==> src/rtl/carry_look_ahead_adder.sv <==
// Registered WIDTH-bit two-level carry-lookahead adder: {o_Cout,o_Sum} = i_A + i_B + i_Cin.
// Optional build macro CLA_IN_REG_EN adds a reset-to-zero input register stage (latency 2).
module carry_look_ahead_adder #(
  parameter int WIDTH = 4
) (
  input  logic             i_clk,
  input  logic             i_rst_n,
  input  logic             i_valid,
  input  logic [WIDTH-1:0] i_A,
  input  logic [WIDTH-1:0] i_B,
  input  logic             i_Cin,
  output logic             o_valid,
  output logic [WIDTH-1:0] o_Sum,
  output logic             o_Cout
);

  localparam int NG = (WIDTH + 3) / 4;
  localparam int PW = NG * 4;

  // Carries into bits 0..3 of a 4-bit group, each written as a flat sum of products.
  function automatic logic [3:0] group_carries(input logic [2:0] g, input logic [2:0] p,
                                               input logic cin);
    logic [3:0] c;
    c[0] = cin;
    c[1] = g[0] | (p[0] & cin);
    c[2] = g[1] | (p[1] & g[0]) | (p[1] & p[0] & cin);
    c[3] = g[2] | (p[2] & g[1]) | (p[2] & p[1] & g[0]) | (p[2] & p[1] & p[0] & cin);
    return c;
  endfunction

  function automatic logic group_generate(input logic [3:0] g, input logic [3:1] p);
    return g[3] | (p[3] & g[2]) | (p[3] & p[2] & g[1]) | (p[3] & p[2] & p[1] & g[0]);
  endfunction

  logic [WIDTH-1:0] op_a_s;
  logic [WIDTH-1:0] op_b_s;
  logic             op_cin_s;
  logic             op_valid_s;

`ifdef CLA_IN_REG_EN
  logic [WIDTH-1:0] a_r;
  logic [WIDTH-1:0] b_r;
  logic             cin_r;
  logic             valid_in_r;

  // Input capture stage.
  always_ff @(posedge i_clk or negedge i_rst_n) begin
    if (!i_rst_n) begin
      a_r        <= '0;
      b_r        <= '0;
      cin_r      <= 1'b0;
      valid_in_r <= 1'b0;
    end else begin
      a_r        <= i_A;
      b_r        <= i_B;
      cin_r      <= i_Cin;
      valid_in_r <= i_valid;
    end
  end

  assign op_a_s     = a_r;
  assign op_b_s     = b_r;
  assign op_cin_s   = cin_r;
  assign op_valid_s = valid_in_r;
`else
  assign op_a_s     = i_A;
  assign op_b_s     = i_B;
  assign op_cin_s   = i_Cin;
  assign op_valid_s = i_valid;
`endif

  logic [PW-1:0]    a_ext_s;
  logic [PW-1:0]    b_ext_s;
  logic [PW-1:0]    g_s;
  logic [PW-1:0]    p_s;
  logic [NG-1:0]    gg_s;
  logic [NG-1:0]    gp_s;
  logic [NG:0]      gc_s;
  logic [PW:0]      c_s;
  logic [WIDTH-1:0] sum_s;

  // Padding bits are zero, so they neither generate nor propagate.
  assign a_ext_s = PW'(op_a_s);
  assign b_ext_s = PW'(op_b_s);
  assign g_s     = a_ext_s & b_ext_s;
  assign p_s     = a_ext_s ^ b_ext_s;

  // Group generate / propagate.
  always_comb begin
    gg_s = '0;
    gp_s = '0;
    for (int k = 0; k < NG; k++) begin
      gg_s[k] = group_generate(g_s[4*k +: 4], p_s[4*k+1 +: 3]);
      gp_s[k] = &p_s[4*k +: 4];
    end
  end

  // Lookahead unit: every group carry-in is an independent sum of products.
  always_comb begin
    logic carry_v;
    logic chain_v;
    gc_s    = '0;
    gc_s[0] = op_cin_s;
    for (int k = 0; k < NG; k++) begin
      carry_v = 1'b0;
      for (int j = 0; j <= k; j++) begin
        chain_v = gg_s[j];
        for (int m = j + 1; m <= k; m++) begin
          chain_v = chain_v & gp_s[m];
        end
        carry_v = carry_v | chain_v;
      end
      chain_v = op_cin_s;
      for (int m = 0; m <= k; m++) begin
        chain_v = chain_v & gp_s[m];
      end
      gc_s[k+1] = carry_v | chain_v;
    end
  end

  // Per-bit carries and sum.
  always_comb begin
    logic [3:0] grp_c_v;
    c_s = '0;
    for (int k = 0; k < NG; k++) begin
      grp_c_v       = group_carries(g_s[4*k +: 3], p_s[4*k +: 3], gc_s[k]);
      c_s[4*k +: 4] = grp_c_v;
    end
    c_s[PW] = gc_s[NG];
    sum_s   = p_s[WIDTH-1:0] ^ c_s[WIDTH-1:0];
  end

  logic [WIDTH-1:0] sum_r;
  logic             cout_r;
  logic             valid_r;

  // Result register; the carry out is the carry into bit WIDTH, never a padding carry.
  always_ff @(posedge i_clk or negedge i_rst_n) begin
    if (!i_rst_n) begin
      sum_r   <= '0;
      cout_r  <= 1'b0;
      valid_r <= 1'b0;
    end else begin
      valid_r <= op_valid_s;
      if (op_valid_s) begin
        sum_r  <= sum_s;
        cout_r <= c_s[WIDTH];
      end else begin
        sum_r  <= sum_r;
        cout_r <= cout_r;
      end
    end
  end

  assign o_valid = valid_r;
  assign o_Sum   = sum_r;
  assign o_Cout  = cout_r;

endmodule

==> config.mk <==
export PLATFORM = sky130hd
export DESIGN_NAME = carry_look_ahead_adder
export DESIGN_NICKNAME = d
export VERILOG_FILES = /design/src/rtl/carry_look_ahead_adder.sv
export SDC_FILE = /design/constraint.sdc
export NUM_CORES = 1
export LEC_CHECK = 0
export CAP_MARGIN = 20
export CELL_PAD_IN_SITES_DETAIL_PLACEMENT = 1
export CELL_PAD_IN_SITES_GLOBAL_PLACEMENT = 2
export CORE_UTILIZATION = 32
export DETAILED_ROUTE_END_ITERATION = 8
export DONT_BUFFER_PORTS = 1
export PLACE_DENSITY = 0.69
export SLEW_MARGIN = 15
export SYNTH_ARGS = -nofsm -noshare
export SYNTH_HDL_FRONTEND = slang
export SYNTH_SLANG_ARGS = --single-unit
==> constraint.sdc <==
create_clock -name i_clk -period 1 [get_ports i_clk]
set_input_delay 0.15 -clock i_clk [delete_from_list [all_inputs] [get_ports i_clk]]
set_output_delay 0.15 -clock i_clk [all_outputs]
set_load 0.005 [all_outputs]
run_1/layers.png
(10 px per µm)
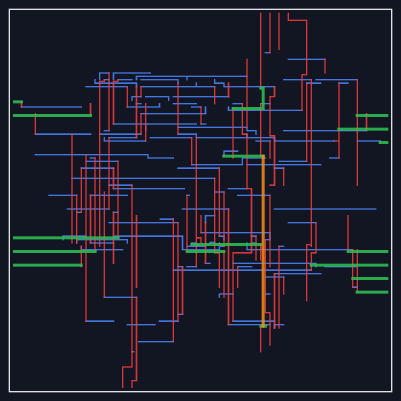
color	layer	wire length
green	M3	79.5 µm
orange	M4	17.0 µm
blue	M1	398 µm
red	M2	467 µm

run_1/port_trees.png
(12 px per µm)
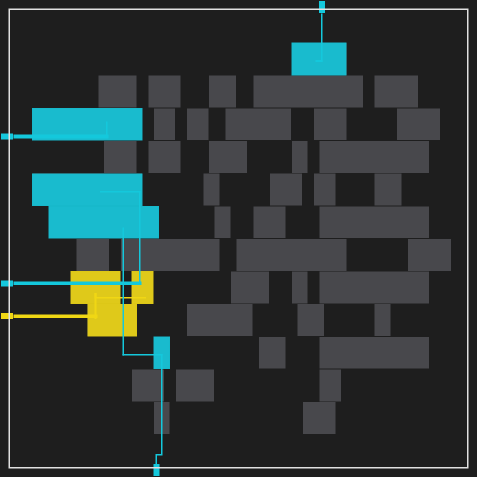
color	port	direction	edge	end cells	wire
yellow	i_Cin	input	left	3	13.2 µm
cyan	i_B	input	2 left, 1 bottom, 1 top	5	57.6 µm

run_1/gates.png
(10 px per µm)
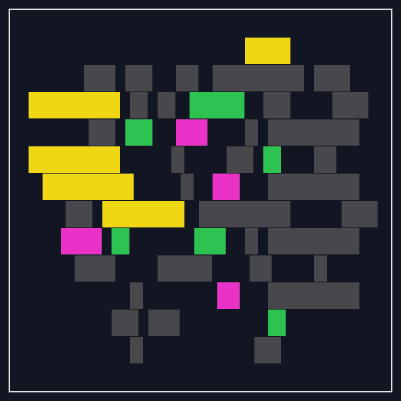
color	family	cells
yellow	fa/ha/maj cells	5
magenta	and/or cells	4
green	aoi and oai cells	6
Commonest Layout Cell: dfrtp_1
combinational share of cell area: 52.2%
Finished Layout Cells: 61

==> results.yml, run 1 <==
# synthesis and place-and-route metrics
status:
  status: "completed"
floorplan:
  die_h_um: 38.1
  coreArea_um2: 1160
  num_tap_cells: 14
  rows: 12
power_and_ir_drop:
  seqPwrFrac_pct: 43.8
  p_clk_share_pct: 30.6
  p_leak_uw: 0.000238
  swShare_pct: 27.1
worst_hold_path:
  holdCritStartpoint: "i_valid"
layout:
  area_dominant_class: "combinational gates"
  nonClkBufAreaFrac_pct: 6.50
  fin_area_um2: 539
  clockBufferCount: 3
  clkCellAreaFrac_pct: 4.18
  finalNetCount: 66
final_timing:
  fin_worst_skew_ns: 0
  setup_viol: 0
  maxSlewViolCount: 0
  post-route-min-period_ns: 0.881
  slew-limit-headroom_pct: 82.3
global_routing:
  gr-usage-met1_pct: 16.8
  busiest_layer: "met2"
detailed_routing:
  drt_iter0_markers: 6
  drtPass1Iterations: 4
  route.detailed.wl_per_inst_um: 15.8
  drc: 0
synthesis:
  syn_inst: 41
  synthArstFlopShare_pct: 100
  xor_area_share_pct: 2.10
  ys_sh_aoi_pct: 13.5
  ys_sh_mux_pct: 5.11
flow_run:
  maxCapViolCount: 0
setup_path:
  crit_chain: "a221oi_2 -> nand3_1"
  cp.arrival_ns: 0.99
  cp_max_fo: 2
  reg2reg_to: "o_Sum[3]$_DFFE_PN0P_"
placed_design:
  dpl.hpwl_um: 801
run_1/sizing.png
(10 px per µm)
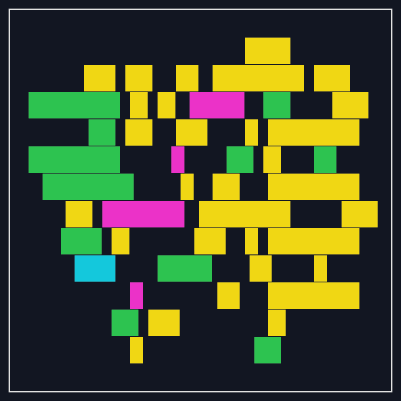

## Run 2: what changed since run 1
- SETUP_SLACK_MARGIN: not set -> 0.4
run_2/sizing.png
(10 px per µm)
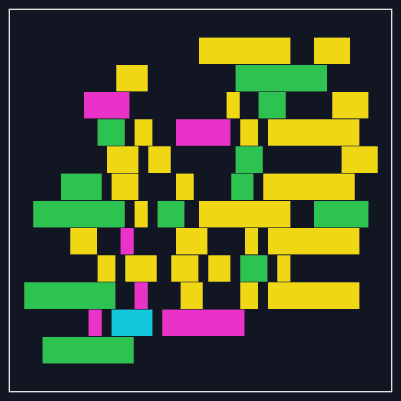
color	size	cells	most used
yellow	x1 and smaller	28	dfrtp_1
green	x3 and x4	12	ha_4
cyan	x6 and larger	1	inv_8
magenta	x2	6	inv_2
Worst Slack Setup Final: 0.121 ns
Signal buffers: 4

==> run 2 against run 1 <==
  * Global-route usage grew 0.30 points
  * Non-clock buffer count is the same
  * Count of clock-buffer cells in the layout is the same
  * Wire length shrank 3.9%
  * Flip-flop count is the same
  * Total power shrank 0.94%
  * Design area grew 3.2%
  * Sequential power is essentially flat
  * First-iteration DRC count shrank 67%
  * Clock power shrank 4%
  * Combinational power grew 3%
  * Die area is the same
  * Critical path type unchanged
  * Largest cell class unchanged
  * Highest routed layer is now met3
==> results.yml, run 2 <==
# synthesis and place-and-route metrics
status:
  status: "completed"
layout:
  comb_share_pct: 53.7
  mostFrequentLayoutCells: "dfrtp_1, ha_4, inv_2, nand2_1, clkbuf_4"
  final_cells: 61
  drive_above_1_share_pct: 40.4
  final_common_cell: "dfrtp_1"
  combGateArea_um2: 299
  nonClkBufAreaFrac_pct: 6.29
  n_antenna_cell: 0
  area_dominant_class: "combinational gates"
  clkCellAreaFrac_pct: 4.04
  area_growth_pct: 33.6
  n_fill_cell: 119
  finalNetCount: 66
  fin_area_um2: 557
final_timing:
  maxSlewViolCount: 0
  whs_ns: 0.0656
  setup_viol: 0
  worstMarginPinSlew_ns: 0.267
  fin_worst_skew_ns: 0
  slew-limit-headroom_pct: 82.1
  post-route-min-period_ns: 0.879
  finalHoldViolCount: 0
power_and_ir_drop:
  p_clk_share_pct: 29.5
  swShare_pct: 25.9
  p_seq_uw: 313
  pg_comb_uw: 190
  power_uw: 713
  p_leak_uw: 0.000238
  irDropWorstVdd_mv: 0.394
  seqPwrFrac_pct: 43.9
setup_path:
  cp.required_ns: 1.11
  crit_start: "o_Sum[3]$_DFFE_PN0P_"
  rr_startpoint: "o_Sum[3]$_DFFE_PN0P_"
  crit_type: "reg2reg"
  slowest_delay_ns: 0.40
  critPathBufInv: 0
  reg2reg_to: "o_Sum[3]$_DFFE_PN0P_"
  cp.arrival_ns: 0.99
  worst-r2r-cell-count: 2
  crit_chain: "a221oi_2 -> nand3_1"
  cp_max_fo: 2
synthesis:
  xor_area_share_pct: 2.10
  ys_sh_aoi_pct: 13.5
  synthesis.nets: 58
  yosys.area.top_type: "dfrtp_1"
  syn_inst: 41
  area_leaders: "dfrtp_1, ha_1, fa_1"
  ys_seq_elements: 6
  synthArstFlopShare_pct: 100
  post-synth-top-count-cell: "dfrtp_1"
  ys_sh_mux_pct: 5.11
  ys_seq_share_pct: 36.0
  ys_types: 27
floorplan:
  rows: 12
  die_h_um: 38.1
  design.die.area_um2: 1450
  coreArea_um2: 1160
  num_tap_cells: 14
placed_design:
  dpl.hpwl_um: 788
  placedCellCount: 56
global_routing:
  gr-usage-met1_pct: 17.4
  grt_overflow: 0
  busiest_layer: "met2"
  grt_pass1_vias: 371
worst_hold_path:
  hold_path.class: "in2reg"
  holdCritStartpoint: "i_valid"
  min_path_cells: 2
clock_network:
  post_cts_buffers: 0
  path_clk_slew_ns: 0.04
  cts_inserted_buffers: 3
detailed_routing:
  drc: 0
  ant_nets: 0
  drtPass1Iterations: 2
  drt_iter0_markers: 2
  route.detailed.wl_per_inst_um: 15.1
flow_run:
  maxCapViolCount: 0
run_2/clock_nets.png
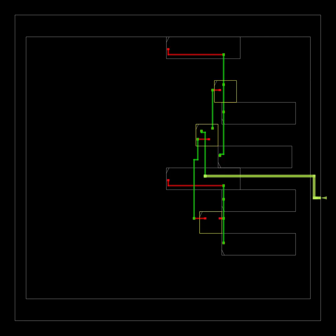
number of clock buffers in the layout: 3
power of the clock network: 211 µW

No activity file was given, so power comes from the tool's default toggle rates.
